### config.mk
export PLATFORM = sky130hd
export DESIGN_NAME = code_digit_serializer
export DESIGN_NICKNAME = d
export VERILOG_FILES = /design/src/rtl/code_digit_serializer.sv
export SDC_FILE = /design/constraint.sdc
export NUM_CORES = 1
export LEC_CHECK = 0
export CELL_PAD_IN_SITES_DETAIL_PLACEMENT = 2
export CELL_PAD_IN_SITES_GLOBAL_PLACEMENT = 2
export CORE_MARGIN = 3
export CORE_UTILIZATION = 27
export CTS_BUF_LIST = sky130_fd_sc_hd__clkbuf_4 sky130_fd_sc_hd__clkbuf_8
export DETAILED_ROUTE_END_ITERATION = 8
export GPL_ROUTABILITY_DRIVEN = 0
export GPL_TIMING_DRIVEN = 0
export PLACE_DENSITY_LB_ADDON = 0.1
export SYNTH_ARGS = -nofsm -noshare
export SYNTH_HDL_FRONTEND = slang
export SYNTH_SLANG_ARGS = --single-unit
### constraint.sdc
create_clock -name clk -period 1.3 [get_ports clk]
set_input_delay 0.13 -clock clk [delete_from_list [all_inputs] [get_ports clk]]
set_output_delay 0.13 -clock clk [all_outputs]
set_load 0.01 [all_outputs]
### src/rtl/code_digit_serializer.sv
`default_nettype none
// ============================================================================
// Module  : code_digit_serializer
// Purpose : Captures a DIGITS x WIDTH code word and replays it one digit at a
//           time (oldest first) over a valid/ready handshake.
// Option  : define DIGIT_CHECK_EN to add the bad_digit (> 9) output.
// Rev     : 1.0 - initial release
// ============================================================================
module code_digit_serializer #(
  parameter int WIDTH  = 4,
  parameter int DIGITS = 4
) (
  input  logic                    clk,
  input  logic                    clr,
  input  logic                    load,
  input  logic [DIGITS*WIDTH-1:0] data_i,
  output logic [WIDTH-1:0]        digit_o,
  output logic                    digit_valid,
  input  logic                    digit_ready,
  output logic                    last,
  output logic                    busy,
  output logic                    done
`ifdef DIGIT_CHECK_EN
  ,
  output logic                    bad_digit
`endif
);

  localparam int c_WORD_W = DIGITS * WIDTH;
  localparam int c_IDX_W  = (DIGITS > 1) ? $clog2(DIGITS) : 1;
  localparam logic [c_IDX_W-1:0] c_LAST_IDX = c_IDX_W'(DIGITS - 1);

  typedef enum logic [1:0] {
    S_IDLE = 2'd0,
    S_SEND = 2'd1,
    S_DONE = 2'd2
  } state_t;

  state_t               r_state;
  state_t               w_next_state;
  logic [c_WORD_W-1:0]  r_shift;
  logic [c_IDX_W-1:0]   r_index;
  logic                 w_capture;
  logic                 w_xfer;
  logic                 w_last_idx;

  assign w_capture  = (r_state == S_IDLE) && load;
  assign w_xfer     = (r_state == S_SEND) && digit_ready;
  assign w_last_idx = (r_index == c_LAST_IDX);

  always_ff @(posedge clk or negedge clr) begin
    if (!clr) begin
      r_state <= S_IDLE;
    end else begin
      r_state <= w_next_state;
    end
  end

  always_comb begin
    w_next_state = r_state;
    case (r_state)
      S_IDLE: if (load) w_next_state = S_SEND;
      S_SEND: if (w_xfer && w_last_idx) w_next_state = S_DONE;
      S_DONE: w_next_state = S_IDLE;
      default: w_next_state = S_IDLE;
    endcase
  end

  // Zero fill leaves the register empty after the last digit, so digit_o idles at 0.
  always_ff @(posedge clk or negedge clr) begin
    if (!clr) begin
      r_shift <= '0;
      r_index <= '0;
    end else if (w_capture) begin
      r_shift <= data_i;
      r_index <= '0;
    end else if (w_xfer) begin
      r_shift <= r_shift >> WIDTH;
      r_index <= w_last_idx ? r_index : r_index + c_IDX_W'(1);
    end
  end

  assign digit_o     = r_shift[WIDTH-1:0];
  assign digit_valid = (r_state == S_SEND);
  assign last        = (r_state == S_SEND) && w_last_idx;
  assign busy        = (r_state == S_SEND) || (r_state == S_DONE);
  assign done        = (r_state == S_DONE);

`ifdef DIGIT_CHECK_EN
  logic r_bad;
  logic w_digit_bad;

  generate
    if (WIDTH >= 4) begin : g_digit_check
      assign w_digit_bad = (r_shift[WIDTH-1:0] > WIDTH'(9));
    end else begin : g_no_digit_check
      assign w_digit_bad = 1'b0;
    end
  endgenerate

  always_ff @(posedge clk or negedge clr) begin
    if (!clr) begin
      r_bad <= 1'b0;
    end else if (w_capture) begin
      r_bad <= 1'b0;
    end else if (w_xfer && w_digit_bad) begin
      r_bad <= 1'b1;
    end
  end

  assign bad_digit = (r_state == S_DONE) && r_bad;
`endif

endmodule
`default_nettype wire
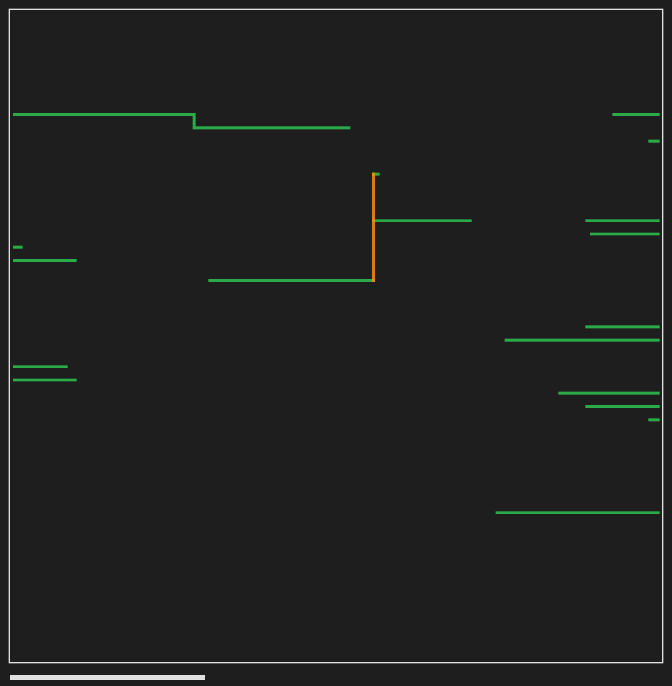
Fig. 1. Wiring by layer (run 1).
Bar = 20 µm. Only two layers are drawn.
orange -> metal 4  # wire length 10.9 µm
green -> metal 3  # wire length 158 µm

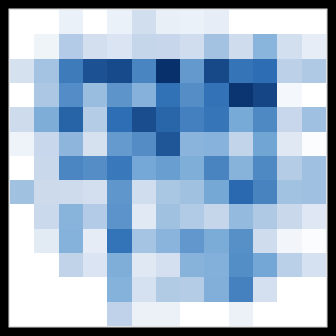
Fig. 2. Wiring heat map (run 1).
13 x 13 tiles, from white (low) to dark blue (high), scaled to the fullest tile. Values are wire area over tile area, all layers added.
fullest tile = 0.29
densest ninth of the die = middle
nearly empty tiles = 18%

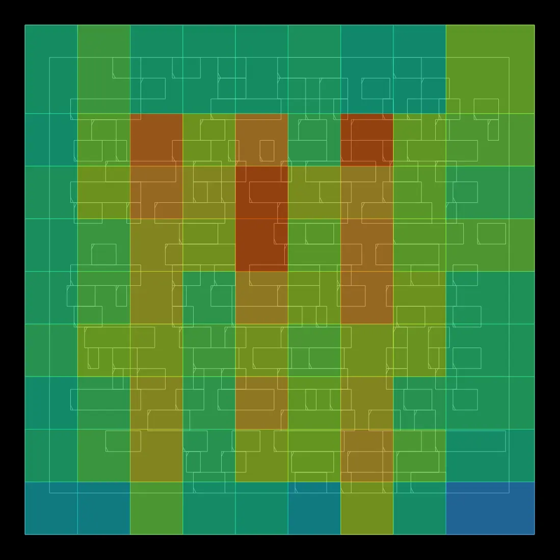
Fig. 3. Routing congestion (run 1).
wire length per cell: 16.13 µm
met1 usage: 16.20%
GR met3 Demand/Resource: 4.216%

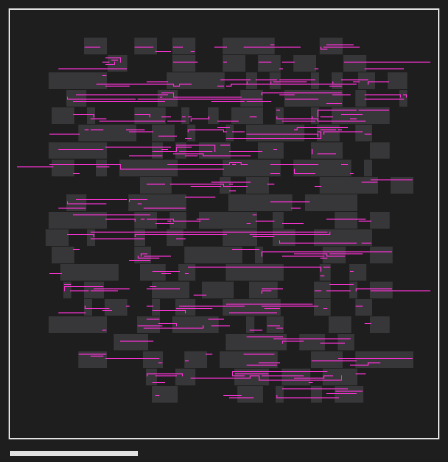
Fig. 4. The metal 1 layer (run 1).
Bar = 20 µm. Cells faint in the background.
share of all routed wire = 42%
nets with wire on the layer = 131
longest straight run = 36.8 µm
DR vias: 806
total wire length: 2.855 mm

==> qor.txt, run 1 <==
status - finished with violations
failing checks - setup timing
Compound Share, Synth - 10.90%
post-route ant nets - 0
Synth logic family - multiplexers
synthesized cell area - 998.5 µm²
hold_buf cts - 0
CP Data Required Time - 1170 ps
total negative setup slack - -829.9 ps
Setup violations, final - 17
period utilization - 107.3%
Remaining Overflow, GRT - 0
metal1 wirelength - 1.191 mm
Hold Slack - 390.8 ps
Critical Path Sink - last
P_clk - 0.000477 W
Switching Share - 35.22%
Net Switching - 0.001273 W
final-stage net count - 158
Flops - 20
logic gate share of total power - 54.9%
Clk pwr share - 13.2%
Non-clk bufs - 45
area share, top type - 50.13%
highest routed layer - met4
CP Launch Point - r_state[0]
final worst slack - -94.78 ps
hold crit path type - input port to asynchronous set/reset pin
met3 WL - 158 µm
largest class - combinational gates
Layout clock buffers - 4
H-Tree Level Count - 1
Simple Share, Synth - 8.897%
NonClk Buf Share - 28.27%
Synth Instances - 90
tool warning count - 33
final hold violations - 0
post-synthesis chip area from yosys - 998.5 µm²
Critical Path Max Stage Delay - 420 ps
CP cell instances - buf_6 > ha_4 > and2_4 > buf_6
r2r setup slk - -80 ps
RSZ-0062 raised after global routing - yes
Fig. 5: run 1, a small window of the routed layout
Bar = 5 µm. Window x 40 to 60, y 40 to 60 µm. Cells in grey, sequential cells in the stronger grey; small squares are vias.
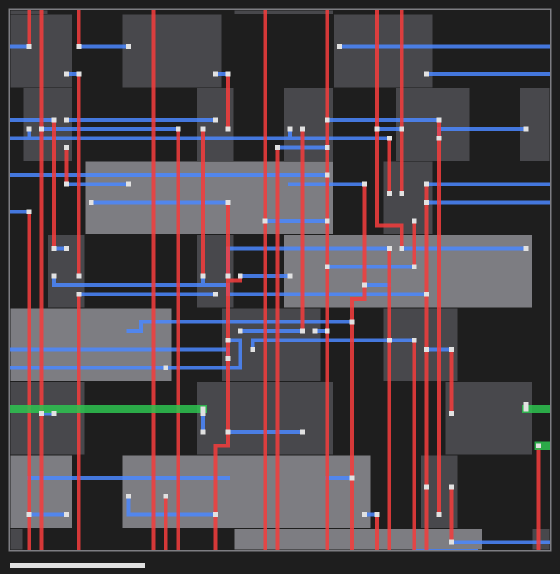

## Run 2: what changed since run 1
--- a/config.mk
+++ b/config.mk
@@ -7,7 +7,7 @@
 export LEC_CHECK = 0
 export CELL_PAD_IN_SITES_DETAIL_PLACEMENT = 2
 export CELL_PAD_IN_SITES_GLOBAL_PLACEMENT = 2
-export CORE_MARGIN = 3
+export CORE_MARGIN = 2
 export CORE_UTILIZATION = 27
 export CTS_BUF_LIST = sky130_fd_sc_hd__clkbuf_4 sky130_fd_sc_hd__clkbuf_8
 export DETAILED_ROUTE_END_ITERATION = 8
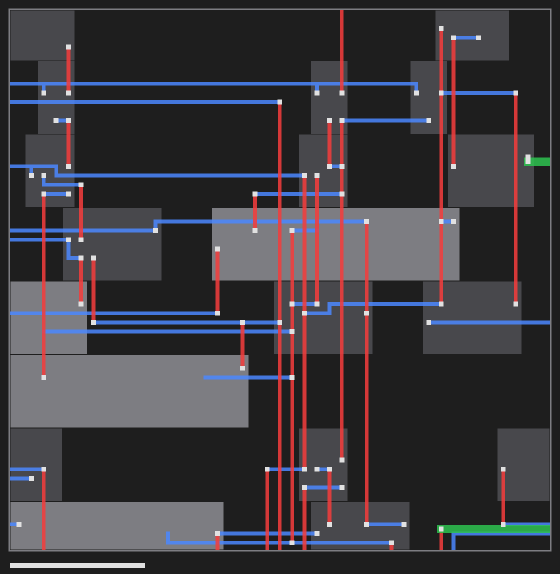
Fig. 6. A small window of the routed layout (run 2).
Bar = 5 µm. Window x 39 to 59, y 39 to 59 µm. Cells in grey, sequential cells in the stronger grey; small squares are vias.
red -> metal 2
blue -> metal 1
green -> metal 3
cells with their middle in the window = 18
sequential cells in the window = 3
netlist names of flops here include = r_shift (3)

==> run 2 against run 1 <==
  * The run still ends with setup timing left
  * Cell count decreased by 1.7%
  * Maximum frequency increased by 2.2%
  * Sequential share of layout area increased by 2.4 points
  * Combinational power decreased by 16%
  * First-iteration DRC count decreased by 52%
  * Critical path depth unchanged
  * Wire length decreased by 18%
  * Critical path type unchanged
  * Critical endpoint unchanged
  * Largest cell class is now sequential cells
  * Largest power group unchanged
==> qor.txt, run 2 <==
Synth logic family - multiplexers (unchanged)
P_clk - 0.000468 W (was 0.000477 W)
H-Tree Level Count - 1 (unchanged)
Setup violations, final - 14 (was 17)
synthesized cell area - 998.5 µm² (unchanged)
Critical Path Max Stage Delay - 430 ps (was 420 ps)
final hold violations - 0 (unchanged)
CP cell instances - buf_6 > ha_4 > and2_4 > buf_6 (unchanged)
Comb area share - 33.06% (was 33.23%)
post-route ant nets - 0 (unchanged)
period utilization - 105.0% (was 107.3%)
highest routed layer - met4 (unchanged)
Layout clock buffers - 4 (unchanged)
met2 WL post-DR - 1.108 mm (was 1.495 mm)
tool warning count - 33 (unchanged)
post-synthesis chip area from yosys - 998.5 µm² (unchanged)
final-stage net count - 153 (was 158)
RSZ-0062 raised after global routing - yes (unchanged)
met1 usage - 16.01% (was 16.20%)
Critical Path Sink - last (unchanged)
status - finished with violations (unchanged)
failing checks - setup timing (unchanged)
CP Launch Point - r_state[0] (unchanged)
Non-clk bufs - 40 (was 45)
final worst slack - -64.65 ps (was -94.78 ps)
Net Switching - 0.001097 W (was 0.001273 W)
Remaining Overflow, GRT - 0 (unchanged)
metal1 wirelength - 1.056 mm (was 1.191 mm)
Simple Share, Synth - 8.897% (unchanged)
Compound Share, Synth - 10.90% (unchanged)
total negative setup slack - -632.7 ps (was -829.9 ps)
Flops - 20 (unchanged)
GR met3 Demand/Resource - 3.646% (was 4.216%)
Synth Instances - 90 (unchanged)
hold crit path type - input port to asynchronous set/reset pin (unchanged)
NonClk Buf Share - 25.29% (was 28.27%)
logic gate share of total power - 51.3% (was 54.9%)
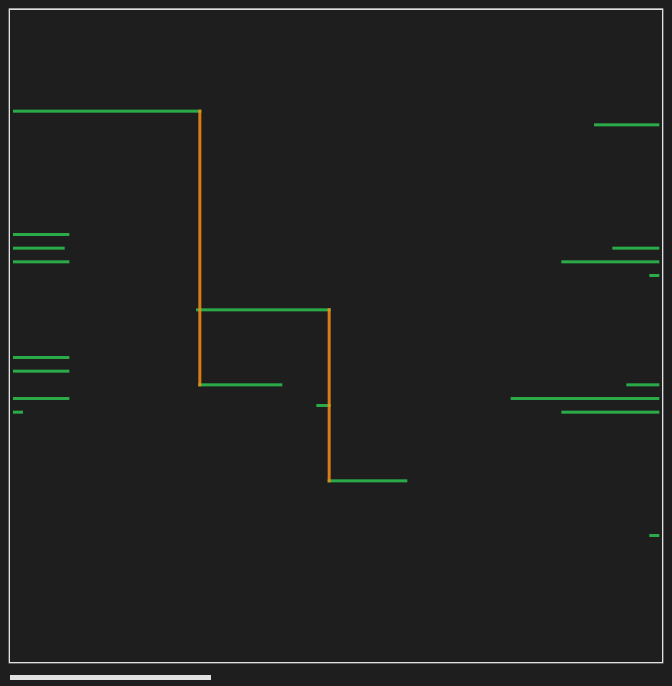
Fig. 7. Wiring by layer (run 2).
Bar = 20 µm. Only two layers are drawn.
total wire length: 2.338 mm
DR vias: 782
wire length per cell: 13.44 µm
GRT Util Overall: 12.55%

No activity file was given, so power comes from the tool's default toggle rates.
